--- config.mk ---
export PLATFORM = sky130hd
export DESIGN_NAME = display_switcher
export DESIGN_NICKNAME = d
export VERILOG_FILES = /design/src/rtl/display_switcher.sv
export SDC_FILE = /design/constraint.sdc
export NUM_CORES = 1
export LEC_CHECK = 0
export CORE_ASPECT_RATIO = 2
export CORE_MARGIN = 2
export CORE_UTILIZATION = 37
export CTS_BUF_LIST = sky130_fd_sc_hd__clkbuf_4 sky130_fd_sc_hd__clkbuf_8 sky130_fd_sc_hd__clkbuf_16
export CTS_CLUSTER_DIAMETER = 200
export DETAILED_ROUTE_END_ITERATION = 10
export PLACE_DENSITY_LB_ADDON = 0.1
export SETUP_SLACK_MARGIN = 0.3
export SLEW_MARGIN = 20
export SYNTH_ARGS = -nofsm -noshare
export SYNTH_HDL_FRONTEND = slang
export SYNTH_SLANG_ARGS = --single-unit
--- constraint.sdc ---
create_clock -name clk_i -period 2.3 [get_ports clk_i]
set_input_delay 0.69 -clock clk_i [delete_from_list [all_inputs] [get_ports clk_i]]
set_output_delay 0.69 -clock clk_i [all_outputs]
set_load 0.1 [all_outputs]
--- src/rtl/display_switcher.sv ---
// rtl/display_switcher.sv - registered display source selector with timed blanking and fault pattern
// Every source change is masked by BLANK_CYCLES of blank output; invalid selects drive all-segments-lit.
module display_switcher #(
  parameter int               N_SRC        = 5,
  parameter int               SEL_W        = 3,
  parameter int               DIGITS       = 4,
  parameter int               SEG_W        = 7,
  parameter int               LED_W        = 16,
  parameter int               BLANK_CYCLES = 1024,
  parameter logic [N_SRC-1:0] LED_EN       = '1
) (
  input  logic                      clk_i,
  input  logic                      reset_i,
  input  logic [SEL_W-1:0]          sel_i,
  input  logic [N_SRC*DIGITS-1:0]   an_in_i,
  input  logic [N_SRC*SEG_W-1:0]    seg_in_i,
  input  logic [N_SRC*LED_W-1:0]    led_in_i,
  output logic [DIGITS-1:0]         an_o,
  output logic [SEG_W-1:0]          seg_o,
  output logic [LED_W-1:0]          led_o,
  output logic [SEL_W-1:0]          cur_sel_o,
  output logic                      busy_o,
  output logic                      fault_o
);

  localparam int               CNT_W    = (BLANK_CYCLES > 1) ? $clog2(BLANK_CYCLES) : 1;
  localparam logic [CNT_W-1:0] CNT_LOAD = CNT_W'(BLANK_CYCLES - 1);

  typedef enum logic [1:0] {S_SHOW, S_BLANK, S_FAULT} state_e;

  state_e             state_q, state_d;
  logic [SEL_W-1:0]   target_q, target_d;
  logic [SEL_W-1:0]   cur_sel_q, cur_sel_d;
  logic [CNT_W-1:0]   cnt_q, cnt_d;
  logic [DIGITS-1:0]  an_q, an_d;
  logic [SEG_W-1:0]   seg_q, seg_d;
  logic [LED_W-1:0]   led_q, led_d;
  logic               busy_q, busy_d;
  logic               fault_q, fault_d;

  logic               sel_valid;
  logic [SEL_W-1:0]   load_sel;
  logic [DIGITS-1:0]  src_an;
  logic [SEG_W-1:0]   src_seg;
  logic [LED_W-1:0]   src_led;

  assign sel_valid = 32'(sel_i) < N_SRC;

  // In SHOW we refresh from the shown source; when leaving BLANK we load the target on the same edge.
  always_comb begin
    load_sel = (state_q == S_SHOW) ? cur_sel_q : target_q;
    src_an   = '1;
    src_seg  = '1;
    src_led  = '0;
    for (int i = 0; i < N_SRC; i++) begin
      if (load_sel == SEL_W'(i)) begin
        src_an  = an_in_i[i*DIGITS +: DIGITS];
        src_seg = seg_in_i[i*SEG_W +: SEG_W];
        src_led = LED_EN[i] ? led_in_i[i*LED_W +: LED_W] : '0;
      end
    end
  end

  always_comb begin
    state_d   = state_q;
    target_d  = target_q;
    cur_sel_d = cur_sel_q;
    cnt_d     = cnt_q;
    an_d      = '1;
    seg_d     = '1;
    led_d     = '0;
    busy_d    = 1'b1;
    fault_d   = 1'b0;

    if (!sel_valid) begin
      state_d = S_FAULT;
      an_d    = '0;
      seg_d   = '0;
      busy_d  = 1'b0;
      fault_d = 1'b1;
    end else begin
      unique case (state_q)
        S_SHOW: begin
          if (sel_i != cur_sel_q) begin
            state_d  = S_BLANK;
            target_d = sel_i;
            cnt_d    = CNT_LOAD;
          end else begin
            an_d   = src_an;
            seg_d  = src_seg;
            led_d  = src_led;
            busy_d = 1'b0;
          end
        end
        S_BLANK: begin
          if (sel_i != target_q) begin
            target_d = sel_i;
            cnt_d    = CNT_LOAD;
          end else if (cnt_q == '0) begin
            state_d   = S_SHOW;
            cur_sel_d = target_q;
            an_d      = src_an;
            seg_d     = src_seg;
            led_d     = src_led;
            busy_d    = 1'b0;
          end else begin
            cnt_d = cnt_q - 1'b1;
          end
        end
        default: begin
          state_d  = S_BLANK;
          target_d = sel_i;
          cnt_d    = CNT_LOAD;
        end
      endcase
    end
  end

  always_ff @(posedge clk_i) begin
    if (reset_i) begin
      state_q   <= S_BLANK;
      target_q  <= '0;
      cur_sel_q <= '0;
      cnt_q     <= CNT_LOAD;
      an_q      <= '1;
      seg_q     <= '1;
      led_q     <= '0;
      busy_q    <= 1'b1;
      fault_q   <= 1'b0;
    end else begin
      state_q   <= state_d;
      target_q  <= target_d;
      cur_sel_q <= cur_sel_d;
      cnt_q     <= cnt_d;
      an_q      <= an_d;
      seg_q     <= seg_d;
      led_q     <= led_d;
      busy_q    <= busy_d;
      fault_q   <= fault_d;
    end
  end

  assign an_o      = an_q;
  assign seg_o     = seg_q;
  assign led_o     = led_q;
  assign cur_sel_o = cur_sel_q;
  assign busy_o    = busy_q;
  assign fault_o   = fault_q;

endmodule

registers.png
Bar = 20 um. Other sequential cells in the stronger gray, the rest of the logic in the fainter gray.
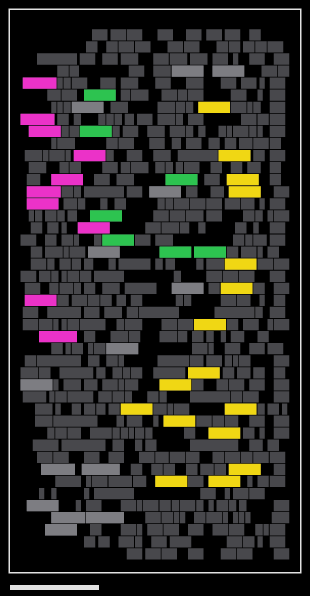
cnt_q -> magenta  # flops 10
seg_o -> green  # flops 7
led_o -> yellow  # flops 16
not colored = 14

final_congestion.png
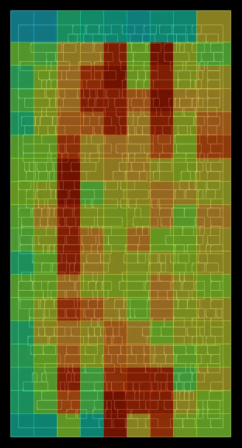
Final Util: 69.92%
GR met2 Demand/Resource: 51.20%
met1 Usage GRT: 24.54%

cell_classes.png
Bar = 20 um. Fill, decap, tap and diode cells in gray.
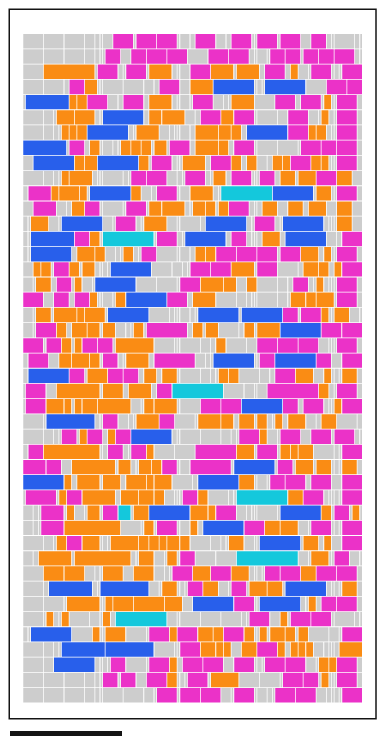
clock drivers and dummy loads -> cyan  # cells 7
other buffers and delay cells -> magenta  # cells 208
all other logic -> orange  # cells 254
flip-flops -> blue  # cells 47

density.png
The die is cut into 7 by 13 equal tiles; black is low, pale yellow is high, 0 to 100% covered.
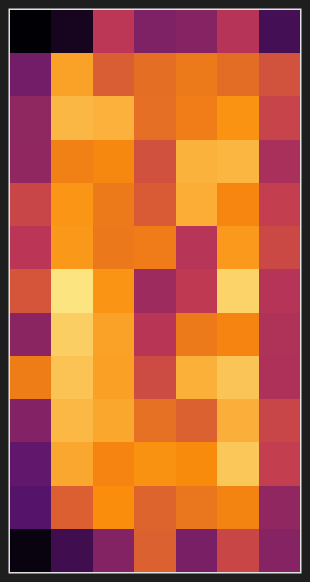
tiles over 75% full = 29%
fullest tile = 94%
mean over tiles = 60%
nearly empty tiles = 1.1%
core area: 7267 um2
Pre-Place Util: 38.29%

==> results_slide.txt <==
Synthesis and Place & Route Summary

Outcome
  • Status: completed

Critical path
  • Reg2Reg Setup Slack: 0.29 ns
  • Arr. time, crit path: 2.19 ns
  • Slowest stage delay, CP: about 0.55 ns
  • Worst setup path category: reg -> reg
  • Worst setup SP type: flip-flop
  • CP most frequent cell: buf_6
  • Slowest CP cell: or4_4

Final timing
  • Crit share post-route: 87.28%
  • Final hold violations: 0
  • Slew HR: 70.83%
  • Pin slew with the least headroom to its limit: 0.4336 ns
  • Max Fclk: 498.2 MHz
  • Final setup viols: 0

GRT
  • First-pass GRT wire length: 16770 um
  • Total GRT Usage: a little over a quarter
  • Pin count of the biggest net entering global routing: 29
  • Global routing usage on met3: roughly 6.6%

Yosys
  • Yosys Instances: 324
  • Count of library flops with an enable pin: 0
  • Yosys chip area: around 2800 um2
  • Mux share of post-synthesis cell area: 8.588%

Power
  • Power Density: roughly 480 nW/um2
  • Leakage Power: 2.014 nW
  • Worst vdd ir: 0.4638 mV

Floorplanning
  • # rows: 44
  • Die Area: 8272 um2
  • Chip Height: between 100 and 150 um
  • Die X: 65.32 um

Routing
  • Final WL: 11530 um
  • Routed len/inst: about 19 um
  • Vias per cell: 5.531

Final layout
  • Final net count: 657
  • Layout Area Growth over Synthesis: 82.60%
  • Antenna diode count: 0
  • Final instance area: 5081 um2

Clock tree
  • Clock net sink count: 47
  • Clk slew on worst S/H paths: 0.06 ns
  • CTS Buffer Depth: 2
  • CTS tree: built

Job
  • Reported max-cap violation count: 0
## tightest hold or removal path: stages (launching register included)
cell and delay (ns):
dfxtp_2 0.35, xnor2_1 0.07, nand2_1 0.06
## report_power, final
part | switching, mW | leakage [nW] | internal [mW]
clock | 0.320 | 0.0802 | 0.508
sequential | 0.0174 | 0.385 | 0.832
combinational | 0.345 | 1.55 | 0.395
## layout make-up
cell class                 count  area (um2)  area share (%)
timing repair buffer         208        1996           39.28
multi-input combinational    251        1839           36.20
sequential                    47       958.4           18.86
clock buffer                   5       125.1           2.462
tap                           92       115.1           2.265
clock inverter                 2       36.28          0.7141
inverter                       3       11.26          0.2216
## layer usage
metal | wire, um | part of all wire, %
met2 | 6266 | 54
met3 | 971 | 8.4
met1 | 3770 | 33
met5 | 0 | 0
met4 | 521 | 4.5
## sequential cells by signal (all words and copies together) (netlist names)
| signal | count |
|---|---|
| cnt_q | 10 |
| an_o | 4 |
| cur_sel_o | 3 |
| seg_o | 7 |
| busy_o | 1 |
| state_q | 2 |
| fault_o | 1 |
| led_o | 16 |
| target_q | 3 |
## cell usage in the layout (no fill, tap or decap), types with 3 or more instances in the layout
master / instances
o21ai_0: 3
buf_6: 5
o221a_2: 11
nor2_1: 11
o21ai_1: 3
mux2i_1: 8
clkdlybuf4s50_1: 136
nand2_1: 44
a21oi_1: 41
a22oi_1: 15
buf_4: 60
dfxtp_2: 5
dfxtp_4: 3
o2bb2ai_1: 15
buf_12: 4
mux2_2: 11
nand3_1: 3
clkbuf_16: 6
xor2_1: 3
o22ai_1: 11
nor3_1: 8
dfxtp_1: 39
o21a_1: 17
xor2_4: 3
## stage by stage
| stage | util [%] | setup TNS (ns) | setup slack (ns) |
|---|---|---|---|
| global route | 69.92 | 0 | 0.2177 |
| finish | 69.92 | 0 | 0.2926 |
| detailed placement | 64.67 | -12.45 | -0.3656 |
| floorplan | - | 0 | 0.2070 |
| global placement | 64.67 | -10.36 | -0.3086 |
| CTS | 67.48 | 0 | 0.2860 |
## path summary, 6_finish.rpt
check,cells past startpoint,startpoint,endpoint
worst max-delay path,7,cnt_q[5],cnt_q[4]
worst min-delay path,2,cnt_q[0],cnt_q[0]
worst max register to register,7,cnt_q[5],cnt_q[4]
worst min register to register,2,cnt_q[0],cnt_q[0]
## synth_stat cells (2+ instances only)
library cell	instances	area share (%)
a21oi_1	41	7.4
a22oi_1	15	4.0
a31oi_1	2	0.45
buf_2	7	1.3
buf_6	2	0.81
clkbuf_1	13	1.8
dfxtp_1	47	34
inv_1	3	0.40
mux2_2	11	4.5
mux2i_1	10	3.6
nand2_1	45	6.1
nand2b_1	2	0.45
nand3_1	4	0.72
nor2_1	11	1.5
nor3_1	9	1.6
nor4_1	2	0.45
nor4_4	2	1.5
o21a_1	18	4.9
o21ai_0	3	0.54
o21ai_1	4	0.72
o221a_2	11	4.5
o22ai_1	11	2.5
o2bb2ai_1	15	4.7
or2_2	2	0.45
xnor2_1	2	0.63
xor2_1	7	2.2
## what timing repair did
| item | 4_1_cts | 5_1_grt |
|---|---|---|
| pin swaps | 5 | 11 |
| setup endpoints to repair | 45 | 40 |
| gates resized | 19 | 33 |
| buffers inserted | 1 | 8 |
| gates cloned | 0 | 1 |
No activity file was given, so power comes from the tool's default toggle rates.
